`src/rtl/freq_synth_cal_master.sv`:
```
// freq_synth_cal_master: autonomous fine-code calibration initiator for the
// frequency-synth register bus. It enables the ring oscillator, binary-searches
// a thermometer fine code by measuring the counter delta over a window, then
// writes back the smallest code whose delta meets the target.
module freq_synth_cal_master #(
    parameter int          WIN_W      = 16,
    parameter int          TIMEOUT    = 15,
    parameter logic [5:0]  ADDR_FINE  = 6'h04,
    parameter logic [5:0]  ADDR_CTRL  = 6'h10,
    parameter logic [5:0]  ADDR_COUNT = 6'h20,
    parameter logic [31:0] CTRL_VALUE = 32'h1
) (
    input  logic             clk,
    input  logic             rst_n,
    input  logic             start,
    input  logic [31:0]      target_count,
    input  logic [WIN_W-1:0] window_cycles,
    output logic             busy,
    output logic             done,
    output logic             locked,
    output logic             error,
    output logic [5:0]       result_code,
    output logic [5:0]       bus_address,
    output logic [31:0]      bus_wdata,
    output logic [1:0]       bus_write_n,
    output logic [1:0]       bus_read_n,
    input  logic [31:0]      bus_rdata,
    input  logic             bus_data_ready
);

    localparam int TW = $clog2(TIMEOUT + 1);

    typedef enum logic [3:0] {
        S_IDLE, S_EN_WR, S_TRY, S_RD0, S_WAIT, S_RD1, S_EVAL, S_FIN, S_DONE, S_ERR
    } state_t;

    state_t           state;
    logic [31:0]      target_q;
    logic [31:0]      c0;
    logic [31:0]      c1;
    logic [WIN_W-1:0] win_q;
    logic [WIN_W-1:0] wcnt;
    logic [5:0]       lo;
    logic [5:0]       hi;
    logic [5:0]       code_att;
    logic [TW-1:0]    tmo;
    logic             req_active;

    logic [6:0]       mid_sum;
    logic [5:0]       mid;
    logic [5:0]       fin_code;
    logic [31:0]      meas;
    logic             pass;
    logic [5:0]       lo_next;
    logic [5:0]       hi_next;
    logic [5:0]       req_addr;
    logic [31:0]      req_wdata;
    logic             req_wr;

    function automatic logic [31:0] thermo(input logic [5:0] k);
        logic [31:0] t;
        t = '0;
        for (int unsigned i = 0; i < 32; i++) begin
            if (i < 32'(k)) t[i] = 1'b1;
        end
        return t;
    endfunction

    // Search arithmetic: trial midpoint, final code clamp and the wrap-safe delta compare.
    always_comb begin
        mid_sum  = {1'b0, lo} + {1'b0, hi};
        mid      = mid_sum[6:1];
        fin_code = (lo > 6'd32) ? 6'd32 : lo;
        meas     = c1 - c0;
        pass     = (meas <= target_q);
        lo_next  = pass ? lo : code_att + 6'd1;
        hi_next  = pass ? code_att : hi;
    end

    // Request content for whichever bus state is current.
    always_comb begin
        req_addr  = '0;
        req_wdata = '0;
        req_wr    = 1'b0;
        case (state)
            S_EN_WR: begin req_addr = ADDR_CTRL;  req_wdata = CTRL_VALUE;       req_wr = 1'b1; end
            S_TRY:   begin req_addr = ADDR_FINE;  req_wdata = thermo(mid);      req_wr = 1'b1; end
            S_RD0:   begin req_addr = ADDR_COUNT; end
            S_RD1:   begin req_addr = ADDR_COUNT; end
            S_FIN:   begin req_addr = ADDR_FINE;  req_wdata = thermo(fin_code); req_wr = 1'b1; end
            default: begin req_addr = '0; end
        endcase
    end

    // Calibration sequencer with registered bus request and status outputs.
    always_ff @(posedge clk) begin
        if (!rst_n) begin
            state       <= S_IDLE;
            busy        <= 1'b0;
            done        <= 1'b0;
            locked      <= 1'b0;
            error       <= 1'b0;
            result_code <= '0;
            bus_address <= '0;
            bus_wdata   <= '0;
            bus_write_n <= 2'b11;
            bus_read_n  <= 2'b11;
            target_q    <= '0;
            c0          <= '0;
            c1          <= '0;
            win_q       <= '0;
            wcnt        <= '0;
            lo          <= '0;
            hi          <= '0;
            code_att    <= '0;
            tmo         <= '0;
            req_active  <= 1'b0;
        end else begin
            done <= 1'b0;
            case (state)
                S_IDLE: begin
                    if (start) begin
                        target_q <= target_count;
                        win_q    <= (window_cycles == '0) ? WIN_W'(1) : window_cycles;
                        lo       <= 6'd0;
                        hi       <= 6'd33;
                        code_att <= 6'd0;
                        busy     <= 1'b1;
                        locked   <= 1'b0;
                        error    <= 1'b0;
                        state    <= S_EN_WR;
                    end
                end
                S_WAIT: begin
                    if (wcnt == win_q - WIN_W'(1)) state <= S_RD1;
                    else                           wcnt  <= wcnt + WIN_W'(1);
                end
                S_EVAL: begin
                    lo    <= lo_next;
                    hi    <= hi_next;
                    state <= (lo_next < hi_next) ? S_TRY : S_FIN;
                end
                S_ERR: begin
                    result_code <= code_att;
                    locked      <= 1'b0;
                    error       <= 1'b1;
                    busy        <= 1'b0;
                    done        <= 1'b1;
                    state       <= S_DONE;
                end
                S_DONE: begin
                    state <= S_IDLE;
                end
                default: begin
                    // Bus states: issue on entry, hold until ready or timeout; the
                    // completion edge drops the request, giving the idle gap.
                    if (!req_active) begin
                        bus_address <= req_addr;
                        bus_wdata   <= req_wdata;
                        bus_write_n <= req_wr ? 2'b10 : 2'b11;
                        bus_read_n  <= req_wr ? 2'b11 : 2'b10;
                        req_active  <= 1'b1;
                        tmo         <= '0;
                        if (state == S_TRY)      code_att <= mid;
                        else if (state == S_FIN) code_att <= fin_code;
                    end else if (bus_data_ready) begin
                        bus_write_n <= 2'b11;
                        bus_read_n  <= 2'b11;
                        req_active  <= 1'b0;
                        case (state)
                            S_EN_WR: state <= S_TRY;
                            S_TRY:   state <= S_RD0;
                            S_RD0: begin
                                c0    <= bus_rdata;
                                wcnt  <= '0;
                                state <= S_WAIT;
                            end
                            S_RD1: begin
                                c1    <= bus_rdata;
                                state <= S_EVAL;
                            end
                            default: begin
                                result_code <= fin_code;
                                locked      <= (lo <= 6'd32);
                                busy        <= 1'b0;
                                done        <= 1'b1;
                                state       <= S_DONE;
                            end
                        endcase
                    end else if (tmo == TW'(TIMEOUT - 1)) begin
                        bus_write_n <= 2'b11;
                        bus_read_n  <= 2'b11;
                        req_active  <= 1'b0;
                        state       <= S_ERR;
                    end else begin
                        tmo <= tmo + TW'(1);
                    end
                end
            endcase
        end
    end

endmodule
```
`config.mk`:
```
export PLATFORM = sky130hd
export DESIGN_NAME = freq_synth_cal_master
export DESIGN_NICKNAME = d
export VERILOG_FILES = /design/src/rtl/freq_synth_cal_master.sv
export SDC_FILE = /design/constraint.sdc
export NUM_CORES = 1
export LEC_CHECK = 0
export CORE_ASPECT_RATIO = 1.1
export CORE_MARGIN = 5
export CORE_UTILIZATION = 48
export CTS_BUF_LIST = sky130_fd_sc_hd__clkbuf_16
export CTS_CLUSTER_SIZE = 16
export DETAILED_ROUTE_END_ITERATION = 16
export PLACE_DENSITY = 0.7
export SLEW_MARGIN = 20
export SYNTH_ARGS = -nofsm -noshare
export SYNTH_HDL_FRONTEND = slang
export SYNTH_SLANG_ARGS = --single-unit
```
`constraint.sdc`:
```
create_clock -name clk -period 7.21 [get_ports clk]
set_input_delay 1.442 -clock clk [delete_from_list [all_inputs] [get_ports clk]]
set_output_delay 1.442 -clock clk [all_outputs]
set_load 0.05 [all_outputs]
```
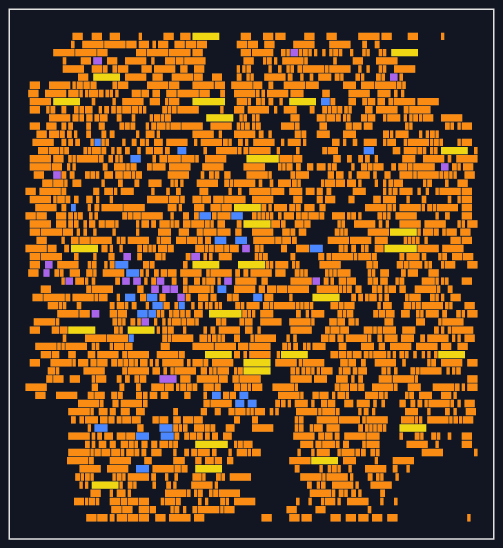
Run 1: drive-strength map
(3 px per um)
drive 6 and up: marked yellow, cells 30, most used clkbuf_16. drive 2: marked blue, cells 31, most used a21oi_2. drive 3 to 4: marked purple, cells 23, most used buf_4. drive 1 or less: marked orange, cells 1604, most used nand2_1.

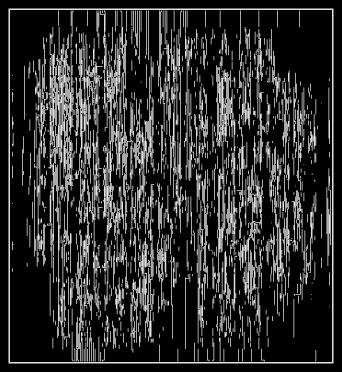
Run 1: metal 2
(2 px per um)
The layer holds 47% of the routed length. The layer carries 15500 um of wire. The wires run mostly vertical. The longest straight run is 59.5 um. 1492 nets have wire on it.

==> ci_impl_report.md, run 1 <==
### Metrics collected by this job

| Metric | Value |
|---|---|
| Highest-delay cell along the critical path | `sky130_fd_sc_hd__a31oi_1` |
| Clock tree buffer depth | `3` |
| Critical path class | `reg2reg` |
| Sequential standard cell area | `~4000 sq um` |
| Number of antenna diodes | `0` |
| Final setup violation count | `0` |
| Average via count per standard cell | `5.76` |
| Synthesized-area fraction occupied by adder cells | `0.0844` |
| FF-to-FF path depth | `28` |
| Initial detailed-routing violation count | `between 1000 and 1500` |
| Share of final-layout standard cells stronger than drive strength 1 | `0.0498` |
| Yosys xor share | `0.0378` |
| Total core area | `about 25000 sq um` |
| Clock Pin Slew Worst Setup and Hold Paths | `~60 ps` |
| Critical R2R Capture | `state[0]` |
| Worst setup EP type | `register` |
| Tightest slew margin relative to the limit | `0.300` |
| Fmax | `approximately 160 MHz` |
| # resized after CTS | `0` |
| Maximum cell stage delay along the critical path | `between 400 and 500 ps` |
| Pwr Density | `about 250 nW/um^2` |
| Result of the run | `finished clean` |
| Global-route total usage across every layer | `0.228` |
| Post-layout period usage | `0.866` |
| Average cell area after synthesis | `7.54 sq um` |
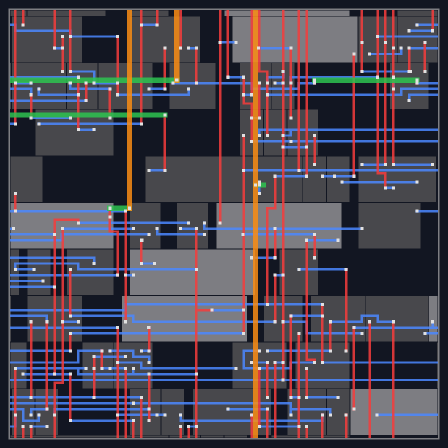
Run 1: a small window of the routed layout
Region (68, 76) to (93, 101) um. Cells in gray, sequential cells in the stronger gray; small squares are vias.
met1: marked blue. met3: marked green. met4: marked orange. met2: marked red.
46 logic cells have their middle in the window. Sequential cells in the window: 6. Most frequent: nand2_1 (7), dfxtp_1 (6), a21oi_1 (4).

run 1: metrics by stage:
stage,util,hold WS [ps],instance area [sq um]
floorplan,-,436,12000
global placement,0.547,429,13500
finish,0.582,442,14300
detailed placement,0.547,440,13500
global route,0.582,466,14300
CTS,0.582,450,14300
run 1: flip-flops by register name (all words and copies together), names as in the netlist, 6 cells and up:
register / cells
code_att: 6
lo: 6
wcnt: 16
c0: 32
bus_wdata: 32
hi: 6
win_q: 16
result_code: 6
c1: 32
target_q: 32
run 1: worst max path at each step:
stage	startpoint	endpoint	slack (ps)	cells after the start
after floorplan	c0[8]	state[0]	1370	28
after global placement	c1[0]	state[0]	1210	28
after detailed placement	c1[0]	state[0]	1020	28
after CTS	c1[0]	state[0]	1010	28
after global routing	c1[0]	state[0]	430	28
final	c1[0]	state[0]	970	28
run 1: report_power, final:
part | internal, W | leakage, nW | total (W) | switching [W]
clock | 0.000809 | 0.407 | 0.00130 | 0.000490
sequential | 0.00120 | 1.64 | 0.00130 | 0.0000996
combinational | 0.000362 | 3.45 | 0.000979 | 0.000617
total | 0.00237 | 5.49 | 0.00358 | 0.00121
run 1: worst register-to-register path: cells and delay by family, from the launching register on:
kind            cells  cell delay [ps]
simple gates        5              640
buf+inv             2              330
fa+ha+maj           4             1110
mux                 3              640
flops               1              320
compound gates     14             3110
run 1: per-layer routing:
metal,track usage,vias to the layer above
li1,-,5742
met2,0.387,368
met1,0.303,5342
met5,0,-
met3,0.0336,65
met4,0.0665,0
run 1: cells in the mapped netlist, types with 8 or more instances:
library cell / number / area (sq um)
sky130_fd_sc_hd__nand2_1: 316 / 1190
sky130_fd_sc_hd__a21oi_1: 219 / 1100
sky130_fd_sc_hd__dfxtp_1: 202 / 4040
sky130_fd_sc_hd__nor2_1: 112 / 420
sky130_fd_sc_hd__clkbuf_1: 81 / 304
sky130_fd_sc_hd__inv_1: 81 / 304
sky130_fd_sc_hd__ha_1: 78 / 976
sky130_fd_sc_hd__o21ai_0: 48 / 240
sky130_fd_sc_hd__nand3_1: 39 / 195
sky130_fd_sc_hd__xnor2_1: 32 / 280
sky130_fd_sc_hd__mux2i_1: 26 / 260
sky130_fd_sc_hd__a221o_1: 22 / 220
sky130_fd_sc_hd__nor3_1: 22 / 110
sky130_fd_sc_hd__a21o_1: 21 / 158
sky130_fd_sc_hd__xor2_1: 20 / 175
sky130_fd_sc_hd__nand4_1: 19 / 119
sky130_fd_sc_hd__a31oi_1: 18 / 113
sky130_fd_sc_hd__nor2b_1: 18 / 113
sky130_fd_sc_hd__and3_1: 15 / 93.8
sky130_fd_sc_hd__or3_1: 15 / 93.8
sky130_fd_sc_hd__nand2b_1: 13 / 81.3
sky130_fd_sc_hd__nor4_1: 11 / 68.8
sky130_fd_sc_hd__o211ai_1: 11 / 82.6
sky130_fd_sc_hd__and2_1: 9 / 56.3
sky130_fd_sc_hd__o21a_1: 9 / 67.6
sky130_fd_sc_hd__a32oi_1: 8 / 70.1
run 1: cell type report:
class                      count  area share
sequential                   202       0.282
tap                          310      0.0271
clock buffer                  25      0.0437
multi-input combinational   1216       0.511
inverter                      82      0.0217
timing repair buffer         144      0.0981
clock inverter                19      0.0163
Run 1, sequential cells grouped by signal name:
(2 px per um) Other sequential cells in the stronger gray, the rest of the logic in the fainter gray.
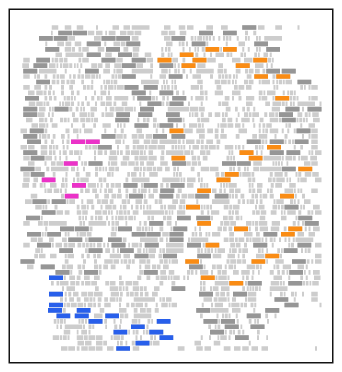

==> inputs of run 2 (changes only) <==
CORE_ASPECT_RATIO = unset   (was 1.1)
CTS_CLUSTER_DIAMETER = 150   (was unset)
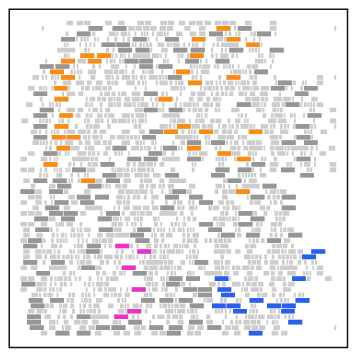
Run 2: sequential cells grouped by signal name
(2 px per um) Other sequential cells in the stronger gray, the rest of the logic in the fainter gray.
win_q: marked blue, sequential cells 16, where south-east. c1: marked orange, sequential cells 32. code_att: marked magenta, sequential cells 6.
Another 148 sequential cells are not colored.

==> ci_impl_report.md, run 2 <==
### Metrics collected by this job

| Metric | Value |
|---|---|
| Tightest slew margin relative to the limit | `0.302 (was 0.300)` |
| Sequential standard cell area | `4040 sq um (unchanged)` |
| Clock Pin Slew Worst Setup and Hold Paths | `80 ps (was 60 ps)` |
| Critical path class | `reg2reg (unchanged)` |
| Total core area | `25000 sq um (was 24600 sq um)` |
| Placement-stage cell area | `13500 sq um (about the same)` |
| Average cell area after synthesis | `7.54 sq um (unchanged)` |
| Initial detailed-routing violation count | `770 (was 1047)` |
| Final setup violation count | `0 (unchanged)` |
| Cell type with the largest total area | `sky130_fd_sc_hd__dfxtp_1 (unchanged)` |
| Average via count per standard cell | `5.73 (was 5.76)` |
| Leading cell types by total area after synthesis | `sky130_fd_sc_hd__dfxtp_1, sky130_fd_sc_hd__nand2_1, sky130_fd_sc_hd__a21oi_1, sky130_fd_sc_hd__ha_1, sky130_fd_sc_hd__nor2_1 (unchanged)` |
| Final standard cell area without fillers | `13900 sq um (was 14300 sq um)` |
| Share of final-layout standard cells stronger than drive strength 1 | `0.0373 (was 0.0498)` |
| # resized after CTS | `0 (unchanged)` |
| Result of the run | `finished clean (unchanged)` |
| Global-route total usage across every layer | `0.223 (was 0.228)` |
| Highest-delay cell along the critical path | `sky130_fd_sc_hd__a31oi_1 (unchanged)` |
| Most frequently used cell type in the post-synthesis netlist | `sky130_fd_sc_hd__nand2_1 (unchanged)` |
| Top area contributor share | `0.336 (unchanged)` |
| Post-layout period usage | `0.874 (was 0.866)` |
| Fmax | `159 MHz (was 160 MHz)` |
| Yosys xor share | `0.0378 (unchanged)` |
| Maximum cell stage delay along the critical path | `480 ps (about the same)` |
| Yosys warning tally | `0 (unchanged)` |
| Clock tree buffer depth | `3 (unchanged)` |
| Synthesized-area fraction occupied by adder cells | `0.0844 (unchanged)` |
| Pwr Density | `222 nW/um^2 (was 250 nW/um^2)` |
==> run 2: metal layers <==
| metal | global-route usage | routed length, um | vias up |
|---|---|---|---|
| li1 | - | - | 5713 |
| met1 | 0.305 | 15300 | 5349 |
| met2 | 0.368 | 15100 | 314 |
| met3 | 0.0364 | 1830 | 48 |
| met4 | 0.0561 | 673 | 0 |
| met5 | 0 | 0 | - |
==> run 2: layout make-up <==
| type | count | share of cell area |
|---|---|---|
| inverters | 82 | 0.0223 |
| clock buffers | 17 | 0.0305 |
| multi-input cells | 1216 | 0.526 |
| flip-flops and latches | 202 | 0.290 |
| well taps | 330 | 0.0296 |
| clock inverters | 1 | 0.000629 |
| repair buffers | 144 | 0.101 |
==> run 2: stage by stage <==
step / util / instances
finish: 0.558 / 1992
global route: 0.558 / 1992
CTS: 0.558 / 1992
detailed placement: 0.540 / 1974
global placement: 0.540 / 1974
floorplan: - / 1598
==> run 2: logic make-up (layout without fill, tap and decap cells) <==
| family | after synthesis | count (layout) |
|---|---|---|
| DFF | 202 | 202 |
| other | 2 | 5 |
| adders and majority gates | 80 | 80 |
| muxes | 30 | 30 |
| xor gates and xnor gates | 52 | 52 |
| and+or+nand+nor | 617 | 617 |
| buffers and inverters | 180 | 244 |
| AOI/OAI and AO/OA | 432 | 432 |
==> run 2: power by group <==
group / internal, W / switching [W]
clock network: 0.000420 / 0.000401
logic: 0.000362 / 0.000609
registers: 0.00120 / 0.000101
==> run 2: critical path: cells and delay by family, from the launching register on <==
| kind | cells | cell delay, ps |
|---|---|---|
| AND-OR/OR-AND | 12 | 2510 |
| adder cells (fa/ha/maj) | 4 | 1260 |
| AND/OR/NAND/NOR | 7 | 1230 |
| multiplexers | 3 | 580 |
| flip-flops | 1 | 330 |
| buffers and inverters | 2 | 260 |
==> run 2: worst paths after layout <==
| path | cells past startpoint | endpoint | slack (ps) |
|---|---|---|---|
| worst max register to register | 28 | state[0] | 910 |
| worst max-delay path | 28 | state[0] | 910 |
| worst min-delay path | 2 | bus_wdata[7] | 450 |
| worst min register to register | 2 | bus_wdata[7] | 450 |
Power and IR drop assume default switching activity.
